`src/rtl/debug_unit_if.sv`:
```
// Host-side bundle for debug_unit: UART rx/tx handshakes, pipeline status/control
// and the instruction-memory write port.
interface debug_unit_if #(
  parameter int LEN     = 32,
  parameter int NB_ADDR = 10
);
  logic               in_rx_done;
  logic [7:0]         in_rx_data;
  logic               in_tx_done;
  logic [LEN-1:0]     in_pc;
  logic               in_halt;
  logic               out_wr_en;
  logic [NB_ADDR-1:0] out_wr_addr;
  logic [LEN-1:0]     out_wr_data;
  logic               out_pipe_enable;
  logic               out_pipe_reset;
  logic               out_tx_start;
  logic [7:0]         out_tx_data;

  modport slave (
    input  in_rx_done, in_rx_data, in_tx_done, in_pc, in_halt,
    output out_wr_en, out_wr_addr, out_wr_data, out_pipe_enable,
           out_pipe_reset, out_tx_start, out_tx_data
  );

  modport master (
    output in_rx_done, in_rx_data, in_tx_done, in_pc, in_halt,
    input  out_wr_en, out_wr_addr, out_wr_data, out_pipe_enable,
           out_pipe_reset, out_tx_start, out_tx_data
  );
endinterface

```
`src/rtl/debug_unit.sv`:
```
// Host command decoder for the MIPS pipeline: loads instruction memory from UART bytes,
// runs or single-steps the pipeline, and reports the PC back over UART.
module debug_unit #(
  parameter int LEN     = 32,
  parameter int NB_ADDR = 10
) (
  input  logic        clk,
  input  logic        reset,
  debug_unit_if.slave bus
);
  localparam logic [7:0] CMD_LOAD = 8'h4C;
  localparam logic [7:0] CMD_CONT = 8'h43;
  localparam logic [7:0] CMD_STEP = 8'h53;
  localparam logic [7:0] CMD_NEXT = 8'h4E;
  localparam logic [7:0] CMD_END  = 8'h45;

  typedef enum logic [3:0] {
    IDLE, LOAD_CNT0, LOAD_CNT1, LOAD_WORD, WRITE,
    RUN, STEP_WAIT, STEP_PULSE, LATCH_PC, SEND_PC
  } state_t;

  state_t             state, next_state;
  logic [15:0]        count;
  logic [1:0]         byte_idx;
  logic [NB_ADDR-1:0] wr_addr;
  logic [LEN-1:0]     wr_data;
  logic [LEN-1:0]     pc_latch;
  logic               tx_wait;
  logic               from_run;
  logic               pipe_reset;
  logic               wr_en;
  logic               pipe_enable;
  logic               tx_start;

  always_comb begin
    next_state  = state;
    wr_en       = 1'b0;
    pipe_enable = 1'b0;
    tx_start    = 1'b0;
    case (state)
      IDLE: begin
        if (bus.in_rx_done) begin
          case (bus.in_rx_data)
            CMD_LOAD: next_state = LOAD_CNT0;
            CMD_CONT: next_state = RUN;
            CMD_STEP: next_state = STEP_WAIT;
            default:  next_state = IDLE;
          endcase
        end
      end
      LOAD_CNT0: if (bus.in_rx_done) next_state = LOAD_CNT1;
      LOAD_CNT1: begin
        if (bus.in_rx_done)
          next_state = ({bus.in_rx_data, count[7:0]} == 16'd0) ? IDLE : LOAD_WORD;
      end
      LOAD_WORD: if (bus.in_rx_done && byte_idx == 2'd3) next_state = WRITE;
      WRITE: begin
        wr_en      = 1'b1;
        next_state = (count == 16'd1) ? IDLE : LOAD_WORD;
      end
      RUN: begin
        pipe_enable = 1'b1;
        if (bus.in_halt) next_state = LATCH_PC;
      end
      STEP_WAIT: begin
        if (bus.in_rx_done) begin
          if (bus.in_rx_data == CMD_NEXT)     next_state = STEP_PULSE;
          else if (bus.in_rx_data == CMD_END) next_state = IDLE;
        end
      end
      STEP_PULSE: begin
        pipe_enable = 1'b1;
        next_state  = LATCH_PC;
      end
      LATCH_PC: next_state = SEND_PC;
      SEND_PC: begin
        tx_start = !tx_wait;
        if (tx_wait && bus.in_tx_done && byte_idx == 2'd3)
          next_state = (from_run || bus.in_halt) ? IDLE : STEP_WAIT;
      end
      default: next_state = IDLE;
    endcase
  end

  // byte_idx is shared: it counts word bytes while loading and PC bytes while sending
  always_ff @(posedge clk) begin
    if (reset) begin
      state      <= IDLE;
      count      <= '0;
      byte_idx   <= '0;
      wr_addr    <= '0;
      wr_data    <= '0;
      pc_latch   <= '0;
      tx_wait    <= 1'b0;
      from_run   <= 1'b0;
      pipe_reset <= 1'b1;
    end else begin
      state <= next_state;
      case (state)
        IDLE: begin
          if (next_state == LOAD_CNT0) begin
            wr_addr    <= '0;
            pipe_reset <= 1'b1;
          end else if (next_state == RUN) begin
            pipe_reset <= 1'b0;
            from_run   <= 1'b1;
          end else if (next_state == STEP_WAIT) begin
            pipe_reset <= 1'b0;
            from_run   <= 1'b0;
          end
        end
        LOAD_CNT0: if (bus.in_rx_done) count[7:0] <= bus.in_rx_data;
        LOAD_CNT1: begin
          if (bus.in_rx_done) begin
            count[15:8] <= bus.in_rx_data;
            byte_idx    <= '0;
          end
        end
        LOAD_WORD: begin
          if (bus.in_rx_done) begin
            wr_data  <= {bus.in_rx_data, wr_data[LEN-1:8]};
            byte_idx <= byte_idx + 2'd1;
          end
        end
        WRITE: begin
          wr_addr <= wr_addr + 1'b1;
          count   <= count - 16'd1;
        end
        LATCH_PC: begin
          pc_latch <= bus.in_pc;
          byte_idx <= '0;
          tx_wait  <= 1'b0;
        end
        SEND_PC: begin
          if (!tx_wait) begin
            tx_wait <= 1'b1;
          end else if (bus.in_tx_done) begin
            tx_wait  <= 1'b0;
            byte_idx <= byte_idx + 2'd1;
            pc_latch <= {8'h00, pc_latch[LEN-1:8]};
          end
        end
        default: ;
      endcase
    end
  end

  assign bus.out_wr_en       = wr_en;
  assign bus.out_wr_addr     = wr_addr;
  assign bus.out_wr_data     = wr_data;
  assign bus.out_pipe_enable = pipe_enable;
  assign bus.out_pipe_reset  = pipe_reset;
  assign bus.out_tx_start    = tx_start;
  assign bus.out_tx_data     = pc_latch[7:0];
endmodule

```
`src/flat_wrapper.sv`:
```
// flat-port wrapper written by rule: the top's interface ports become plain ports
module debug_unit_flat 
#(
  parameter int LEN     = 32,
  parameter int NB_ADDR = 10
)
  (clk, reset, bus_in_rx_done, bus_in_rx_data, bus_in_tx_done, bus_in_pc, bus_in_halt, bus_out_wr_en, bus_out_wr_addr, bus_out_wr_data, bus_out_pipe_enable, bus_out_pipe_reset, bus_out_tx_start, bus_out_tx_data);
  debug_unit_if #(.LEN(LEN), .NB_ADDR(NB_ADDR)) bus_i ();
  input  logic clk;
  input  logic reset;
  input wire logic [$bits(bus_i.in_rx_done)-1:0] bus_in_rx_done;
  input wire logic [$bits(bus_i.in_rx_data)-1:0] bus_in_rx_data;
  input wire logic [$bits(bus_i.in_tx_done)-1:0] bus_in_tx_done;
  input wire logic [$bits(bus_i.in_pc)-1:0] bus_in_pc;
  input wire logic [$bits(bus_i.in_halt)-1:0] bus_in_halt;
  output wire logic [$bits(bus_i.out_wr_en)-1:0] bus_out_wr_en;
  output wire logic [$bits(bus_i.out_wr_addr)-1:0] bus_out_wr_addr;
  output wire logic [$bits(bus_i.out_wr_data)-1:0] bus_out_wr_data;
  output wire logic [$bits(bus_i.out_pipe_enable)-1:0] bus_out_pipe_enable;
  output wire logic [$bits(bus_i.out_pipe_reset)-1:0] bus_out_pipe_reset;
  output wire logic [$bits(bus_i.out_tx_start)-1:0] bus_out_tx_start;
  output wire logic [$bits(bus_i.out_tx_data)-1:0] bus_out_tx_data;
  assign bus_i.in_rx_done = bus_in_rx_done;
  assign bus_i.in_rx_data = bus_in_rx_data;
  assign bus_i.in_tx_done = bus_in_tx_done;
  assign bus_i.in_pc = bus_in_pc;
  assign bus_i.in_halt = bus_in_halt;
  assign bus_out_wr_en = bus_i.out_wr_en;
  assign bus_out_wr_addr = bus_i.out_wr_addr;
  assign bus_out_wr_data = bus_i.out_wr_data;
  assign bus_out_pipe_enable = bus_i.out_pipe_enable;
  assign bus_out_pipe_reset = bus_i.out_pipe_reset;
  assign bus_out_tx_start = bus_i.out_tx_start;
  assign bus_out_tx_data = bus_i.out_tx_data;
  debug_unit #(.LEN(LEN), .NB_ADDR(NB_ADDR)) u_core (.clk(clk), .reset(reset), .bus(bus_i));
endmodule
```
`config.mk`:
```
export PLATFORM = sky130hd
export DESIGN_NAME = debug_unit_flat
export DESIGN_NICKNAME = d
export VERILOG_FILES = /design/src/rtl/debug_unit_if.sv /design/src/rtl/debug_unit.sv /design/src/flat_wrapper.sv
export SDC_FILE = /design/constraint.sdc
export NUM_CORES = 1
export LEC_CHECK = 0
export CAP_MARGIN = 25
export CORE_MARGIN = 2
export CORE_UTILIZATION = 55
export DETAILED_ROUTE_END_ITERATION = 16
export HOLD_SLACK_MARGIN = 0.1
export PLACE_DENSITY_LB_ADDON = 0.1
export SYNTH_ARGS = -nofsm -noshare
export SYNTH_HDL_FRONTEND = slang
export SYNTH_SLANG_ARGS = --single-unit
export TNS_END_PERCENT = 100
```
`constraint.sdc`:
```
create_clock -name clk -period 5.24 [get_ports clk]
set_input_delay 0.524 -clock clk [delete_from_list [all_inputs] [get_ports clk]]
set_output_delay 0.524 -clock clk [all_outputs]
set_load 0.03 [all_outputs]
```
Run 1, ports around the boundary:
Pins as bars across the die edge, other pins in grey.
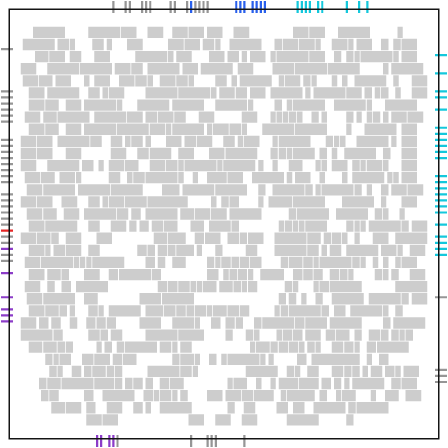
bus_in_tx_done: drawn in red, pins 1, direction input, edge left. bus_out_tx_data: drawn in blue, pins 8, direction output, edge top. bus_out_wr_addr: drawn in purple, pins 10, direction output, edge 6 left, 4 bottom. bus_out_wr_data: drawn in cyan, pins 32, direction output, edge 23 right, 9 top.
All pins by edge: 32 left, 30 top, 27 right, 10 bottom.

Run 1, placement view:
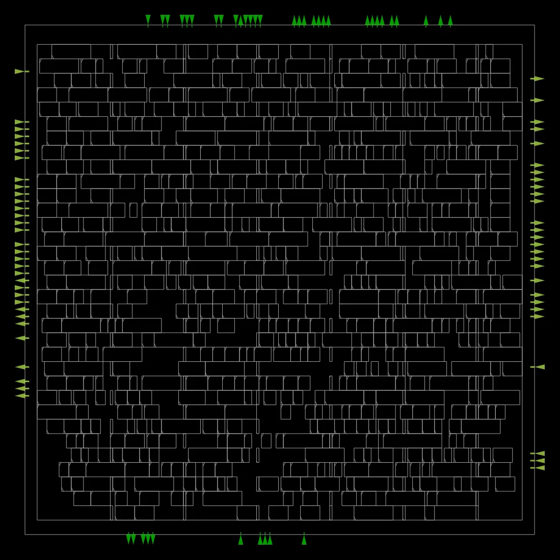
# Taps: 105
Finished Layout Cells: 746
registers: 99

Run 1, clock distribution:
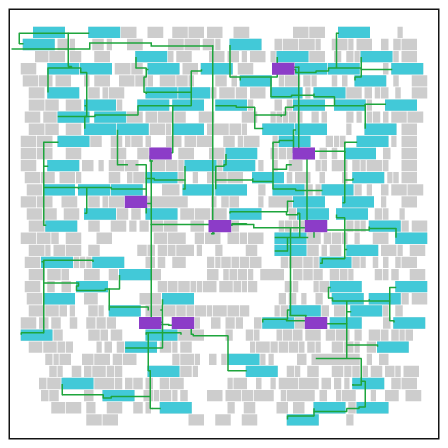
cells driving clock nets: drawn in purple, count 9. flip-flops: drawn in cyan, count 99. clock wires: drawn in green, length 1070 um.
There are 10 routed clock nets. Position of the flops: widely spread.

==> flow_summary.yaml, run 1 <==
# yosys + openroad results
run_status:
  status: "completed"
place:
  place_ws_ns: 1.79
yosys:
  netlist_area_mm2: 0.00467
  async_flop_share_pct: 0
  yosysWarningCount: 0
  syn_avg_cell_area_um2: 8.24
  synth_flop_count: 99
  netlist-cell-type-count: 58
  yosysMostFrequentCell: "dfxtp_1"
  synthTopCellsByArea: "dfxtp_1 (42%), nand2_1 (6.8%), a21oi_1 (5.8%)"
  edf_count: 0
  ys_seq_share_pct: 42.4
route:
  first_pass_iters: 5
  drt-initial-drc-count: 161
  num_vias: 4406
  routed_via_density: 5.91
  drc: 0
worst_hold_path:
  min_delay_worst_endpoint: "u_core.bus.out_wr_data[1]"
  min_path_cells: 2
clocking:
  clock_sinks: 99
  clk_pin_slew_ns: 0.11
  cts_inserted_buffers: 9
  cts_root_buf: "clkbuf_8"
  postCtsHoldBufs: 0
  cts_resized: 0
layout:
  area_delta_synth_final_pct: 25.7
  nClkBuffers: 10
  comb_area_share_pct: 42.0
  final_nets: 686
  postLayoutCellArea_mm2: 0.00587
  seq_share_pct: 33.8
  buffer_area_share_pct: 17.7
sta:
  tns_ns: 0
  hold_violations: 0
  fin_crit_sh_pct: 63.4
  relSlewSlack_pct: 34.8
  clock_skew_ns: 0.0131
  fmax_mhz: 301
  holdWs_ns: 0.463
  setup_viol: 0
power:
  p_sw_share_pct: 31.9
  top_power_group: "registers"
  power_frac_seq_pct: 49.4
  p_clk_uw: 513
  comb_power_share_pct: 20.3
  p_per_area_mw_per_mm2: 288
  comb-power_uw: 344
  power_leakage_nw: 1.88
setup_path:
  cp.arrival_ns: 2.80
  end_kind: "primary output"
  r2r_end: "u_core.count[11]"
  timing_worst_setup_path_type: "flop to primary output"
  cp_slowest_cell: "dfxtp_1"
  crit_family: "buffers and inverters"
  cp_max_fo: 30
die:
  ios: 99
  coreArea_mm2: 0.00822
  die_h_um: 96.2
flow_run:
  tool_warnings: 28
  drv_cap: 0
global_route:
  grt_pass1_vias: 3992
  grtUsageTotal_pct: 25.2
[run 1: cell families after synthesis]
kind of cell               after synthesis  synth area share (%)
and+or+nand+nor                        227                  23.7
AOI/OAI and AO/OA                      152                  21.4
DFF                                     99                  42.4
buffers and inverters                   56                  5.25
muxes                                   26                  5.60
adders and majority gates                5                  1.34
xor gates and xnor gates                 2                 0.375
[run 1: cell usage in the layout (no fill, tap or decap), types with 12 or more instances in the layout]
master           count
nand2_1             84
clkdlybuf4s50_1     97
nand3_1             12
dfxtp_1             99
mux2i_1             25
a211oi_1            31
o21ai_0             13
a21oi_1             54
nor3_1              16
nor2_1              49
[run 1: routing by layer]
layer  share of wire [%]  track usage [%]  vias up
met1                  44             32.6     2061
li1                    -                -     2196
met5                   0                0        -
met2                  48             41.1      134
met3                 5.9             5.17       15
met4                 1.4             9.52        0
Run 1, metal layers overlaid:
The bar under the picture is 20 um long.
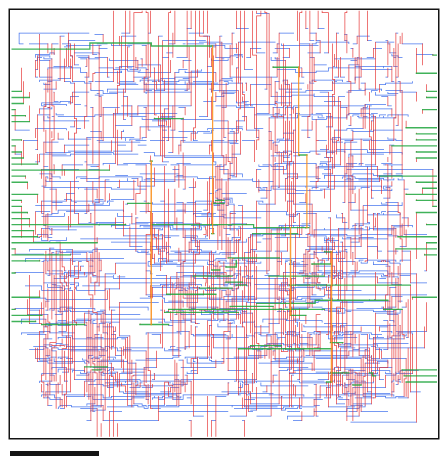

--- run 2 (diff from run 1) ---
Settings changed: CORE_UTILIZATION 55 to 46.
Clock period 5.24 ns to 2.8 ns, I/O delays scaled along.
Run 2, metal layers overlaid:
The bar under the picture is 20 um long.
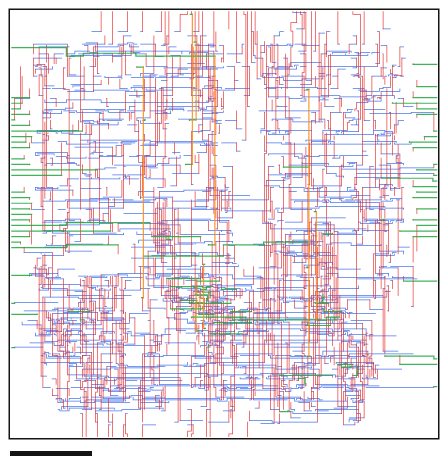
met4: drawn in orange, wire length 282 um. met2: drawn in red, wire length 5380 um. met3: drawn in green, wire length 674 um. met1: drawn in blue, wire length 5190 um.

Run 2, placement view:
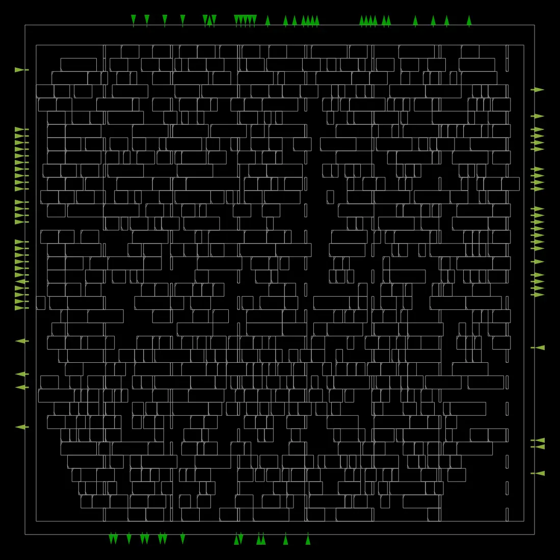
Finished Layout Cells: 786
Finished Core Util: 60.8%

==> run 2 against run 1 <==
Effect of this change: clock power rose by 81%; cell count increased by 5.4%; combinational power grew 110%; non-clock buffer count is 13 higher; sequential power increased by 85%; die area grew 19%; utilization down 11 points; total power up 89%; largest cell class unchanged; largest power group unchanged.
==> flow_summary.yaml, run 2 <==
# yosys + openroad results
run_status:
  status: "completed"
clocking:
  clk_pin_slew_ns: 0.10
  cts_setup_buffers: 0
  clk_path_buf_depth: 2
  htreeDepth: 3
  cts_inserted_buffers: 9
  cts_root_buf: "clkbuf_8"
  tritoncts: "done"
  cts_resized: 0
  clock_latency_ns: 0.37
  postCtsHoldBufs: 0
  clock_sinks: 99
die:
  die_h_um: 105
  coreArea_mm2: 0.00982
  rows: 36
  die_w_um: 105
  fp_util_pct: 47.6
  die_area_mm2: 0.0110
  ios: 99
yosys:
  synth_flop_count: 99
  yosysWarningCount: 0
  simple_gate_area_share_pct: 23.7
  ys_cells: 567
  ys_seq_share_pct: 42.4
  synthAoiAreaFrac_pct: 21.4
  ys_sh_mux_pct: 5.60
  netlist_area_mm2: 0.00467
  netlist_instances: 567
  netlist-cell-type-count: 58
  yosysMostFrequentCell: "dfxtp_1"
  async_flop_share_pct: 0
  top_area_share_pct: 42.4
  edf_count: 0
  largest_area_cell: "dfxtp_1"
  logic_family: "simple AND/OR/NAND/NOR gates"
  synthTopCellsByCount: "dfxtp_1 (99), nand2_1 (84), a21oi_1 (54)"
  synthTopCellsByArea: "dfxtp_1 (42%), nand2_1 (6.8%), a21oi_1 (5.8%)"
  flop_cell: "dfxtp_1"
  synth_adder_area_share_pct: 1.34
  xor_area_share_pct: 0.375
  fp_nets: 617
  syn_avg_cell_area_um2: 8.24
global_route:
  met2_usage_pct: 34.6
  met3_usage_pct: 4.05
  grt_start_max_net_pins: 41
  grtUsageTotal_pct: 20.8
  antenna_found_initial: 0
  gr-total-overflow: 0
  grt_pass1_vias: 4039
  grt_pass1_wl_um: 19000
  grt.met1_usage_pct: 26.3
  grt_busiest_layer: "met2"
sta:
  hold_violations: 0
  fin_crit_sh_pct: 96.1
  relSlewSlack_pct: 56.1
  worst_pin_slew_ns: 0.652
  tns_ns: 0
  clock_skew_ns: 0.00775
  setup_ws_ns: 0.111
  fmax_mhz: 372
  setup_viol: 0
  holdWs_ns: 0.445
  fin_crit_ns: 2.69
power:
  p_clk_uw: 931
  power_leakage_nw: 1.93
  comb_power_share_pct: 22.6
  p_per_area_mw_per_mm2: 536
  pwr.group.sequential_mw: 1.55
  power.total_mw: 3.20
  comb-power_uw: 723
  power_frac_seq_pct: 48.3
  internal_power_mw: 2.20
  top_power_group: "registers"
  p_sw_share_pct: 31.4
  clkPwrFrac_pct: 29.1
  ir_drop_uv: 272
setup_path:
  timing_worst_setup_path_type: "flop to primary output"
  cp.arrival_ns: 2.41
  slowest_delay_ns: 0.70
  end_kind: "primary output"
  required_ns: 2.52
  crit_chain: "or4b_4 -> clkinv_2 -> buf_4 -> clkdlybuf4s50_1"
  r2r-start: "u_core.state[3]"
  cp_max_fo: 14
  rrSetupSlack_ns: 0.45
  startpoint: "u_core.state[3]"
  cp_slowest_cell: "clkdlybuf4s50_1"
layout:
  final_nets: 699
  final_common_cell: "dfxtp_1"
  fillers: 957
  layout_top_cells: "dfxtp_1 (99), clkdlybuf4s50_1 (97), nand2_1 (84)"
  area_delta_synth_final_pct: 27.9
  comb_area_mm2: 0.00247
  postLayoutCellArea_mm2: 0.00597
  seq_area_mm2: 0.00198
  antenna_cells: 0
route:
  ant_nets: 0
  routed_via_density: 5.62
  wl_met1_um: 5190
  drt-initial-drc-count: 255
  top_layer: "met4"
  drc: 0
  first_pass_iters: 5
  num_vias: 4414
  detail_route.wl_per_cell_um: 14.7
  met2_length_um: 5380
  dr_wl_met3_um: 674
  totalWireLength_um: 11500
worst_hold_path:
  hold_class: "input pin to flop"
  worstHoldStart: "reset"
place:
  finalWeightedCongestion: 0.909
  placed_area_mm2: 0.00577
  place_ws_ns: 0.394
  portBuffers: 98
flow_run:
  tool_warnings: 28
  drv_cap: 0
[run 2: cell counts after synthesis]
No cell type changed its count.
[run 2: path summary, 6_finish.rpt]
kind	endpoint	depth (start not counted)
worst max-delay path	bus_out_wr_en	4
worst min-delay path	u_core.state[2]	2
worst max register to register	u_core.count[11]	6
worst min register to register	u_core.bus.out_wr_data[4]	2
[run 2: worst max-delay path, delay by kind of cell, from the launching register on]
family,cells,cell delay (ns)
buffers and inverters,3,1.00
flip-flops,1,0.45
AND/OR/NAND/NOR,1,0.60
[run 2: layout make-up]
class	count	share of cell area, %
Multi-Input combinational cell	412	41.3
Sequential cell	99	33.2
Timing Repair Buffer	117	18.7
Tap cell	133	2.79
Clock buffer	9	2.07
Clock inverter	6	1.24
Inverter	10	0.649
Run 2, clock distribution:
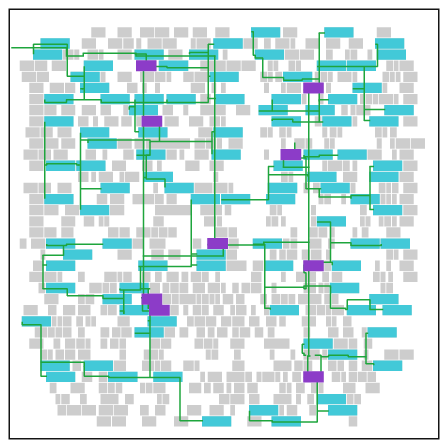

--- run 3 (diff from run 2) ---
Settings changed: ABC_AREA set to 0, CORE_ASPECT_RATIO set to 2.
Run 3, clock distribution:
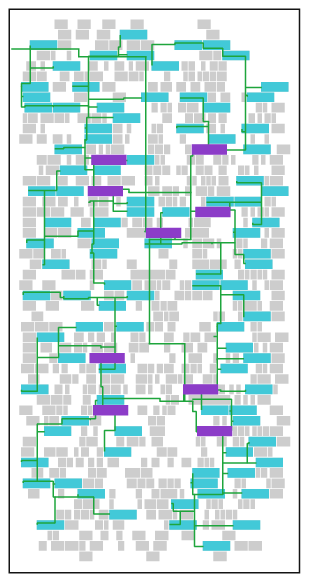
Setup Skew: 0.00806 ns
Worst-Skew Late Latency: 0.34 ns

Run 3, placement view:
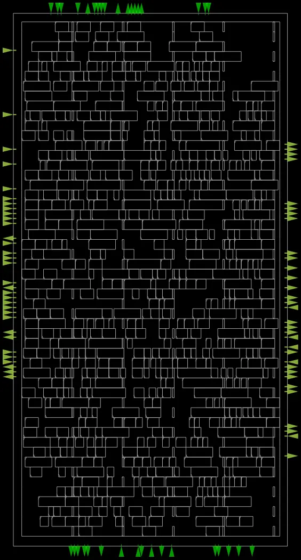
Finished Core Util: 60.9%
row count: 52
core area: 0.0100 mm^2
# Taps: 135

==> run 3 against run 2 <==
Effect of this change: first-iteration DRC count shrank 15%; clock power grew 35%; critical path depth is the same; area after synthesis is the same; non-clock buffer count grew 3; routed wire length grew 12%; highest routed layer unchanged.
==> flow_summary.yaml, run 3 <==
# yosys + openroad results
clocking:
  clk_path_buf_depth: 2
  cts_setup_buffers: 0
  cts_inserted_buffers: 9
  cts_resized: 0
  clock_sinks: 99
  tritoncts: "done"
  cts_root_buf: "clkbuf_16"
  postCtsHoldBufs: 0
yosys:
  simple_gate_area_share_pct: 23.7
  flop_cell: "dfxtp_1"
  edf_count: 0
  synth_flop_count: 99
  async_flop_share_pct: 0
  yosysWarningCount: 0
  synthTopCellsByArea: "dfxtp_1 (42%), nand2_1 (6.8%), a21oi_1 (5.8%)"
  yosysMostFrequentCell: "dfxtp_1"
  logic_family: "simple AND/OR/NAND/NOR gates"
  fp_nets: 617
  ys_seq_share_pct: 42.4
  xor_area_share_pct: 0.375
  synthAoiAreaFrac_pct: 21.4
  top_area_share_pct: 42.4
  syn_avg_cell_area_um2: 8.24
  ys_sh_mux_pct: 5.60
  synth_adder_area_share_pct: 1.34
  largest_area_cell: "dfxtp_1"
worst_hold_path:
  hold_class: "input pin to flop"
  min_path_cells: 2
setup_path:
  cp_max_fo: 11
  startpoint: "u_core.state[3]"
  cp.arrival_ns: 2.29
  required_ns: 2.52
  r2r-start: "u_core.state[3]"
  crit_family: "buffers and inverters"
  r2r_end: "u_core.count[15]"
  timing_worst_setup_path_type: "flop to primary output"
  r2r_cells: 6
  cp-endpoint: "bus_out_wr_en"
  crit_chain: "or4b_4 -> clkinv_2 -> buf_4 -> clkdlybuf4s50_1"
  cp.depth: 4
  cp_slowest_cell: "clkdlybuf4s50_1"
  slowest_delay_ns: 0.68
  rrSetupSlack_ns: 0.42
layout:
  final_common_cell: "dfxtp_1"
  postLayoutCellArea_mm2: 0.00611
  antenna_cells: 0
  layout_top_cells: "dfxtp_1 (99), clkdlybuf4s50_1 (97), nand2_1 (84)"
  area_delta_synth_final_pct: 30.7
  final_cells: 792
  final_nets: 702
global_route:
  antenna_found_initial: 0
  grt_busiest_layer: "met2"
  met3_usage_pct: 3.59
  grtUsageTotal_pct: 24.6
  gr-total-overflow: 0
  grt.met1_usage_pct: 24.8
  grt_pass1_vias: 4396
  grt_pass1_wl_um: 21100
power:
  comb_power_share_pct: 21.5
  internal_power_mw: 2.48
  comb-power_uw: 767
  clkPwrFrac_pct: 35.5
  p_sw_share_pct: 30.4
  ir_drop_uv: 373
  power_frac_seq_pct: 43.0
  power_leakage_nw: 2.00
  p_clk_mw: 1.26
route:
  drc: 0
  ant_nets: 0
  totalWireLength_um: 12900
  drt-initial-drc-count: 216
  num_vias: 4542
  first_pass_iters: 5
  routed_via_density: 5.73
  detail_route.wl_per_cell_um: 16.3
place:
  portBuffers: 98
  placed_area_mm2: 0.00580
  place_ws_ns: 0.349
  finalWeightedCongestion: 0.976
die:
  die_area_mm2: 0.0110
  die_w_um: 75.3
  fp_util_pct: 46.6
  die_h_um: 147
  ios: 99
sta:
  tns_ns: 0
  fin_crit_ns: 2.57
  hold_violations: 0
  relSlewSlack_pct: 55.5
  fin_crit_sh_pct: 91.8
  worst_pin_slew_ns: 0.665
  setup_ws_ns: 0.229
flow_run:
  drv_cap: 0
  tool_warnings: 28
run_status:
  status: "completed"
-- run 3: cell type report --
class | count | area [um^2]
clock buffer | 9 | 225
clock inverter | 7 | 81.3
fill | 966 | 3910
inverter | 10 | 38.8
multi-input combinational | 412 | 2470
sequential | 99 | 1980
tap | 135 | 169
timing repair buffer | 120 | 1140
-- run 3: per-stage QoR --
stage          util [%]  hold slack (ns)
2_1_floorplan         -            0.413
3_3_place_gp       57.9            0.442
3_5_place_dp       57.9            0.446
4_1_cts            60.9            0.401
5_1_grt            60.9            0.441
6_report           60.9            0.423
-- run 3: layer usage --
layer / routed length [um] / vias up
met5: 0 / -
met1: 4610 / 2125
met2: 7210 / 148
met4: 600 / 0
met3: 464 / 37
li1: - / 2232
Power figures rest on the tool's default switching activity, not on a simulated workload.
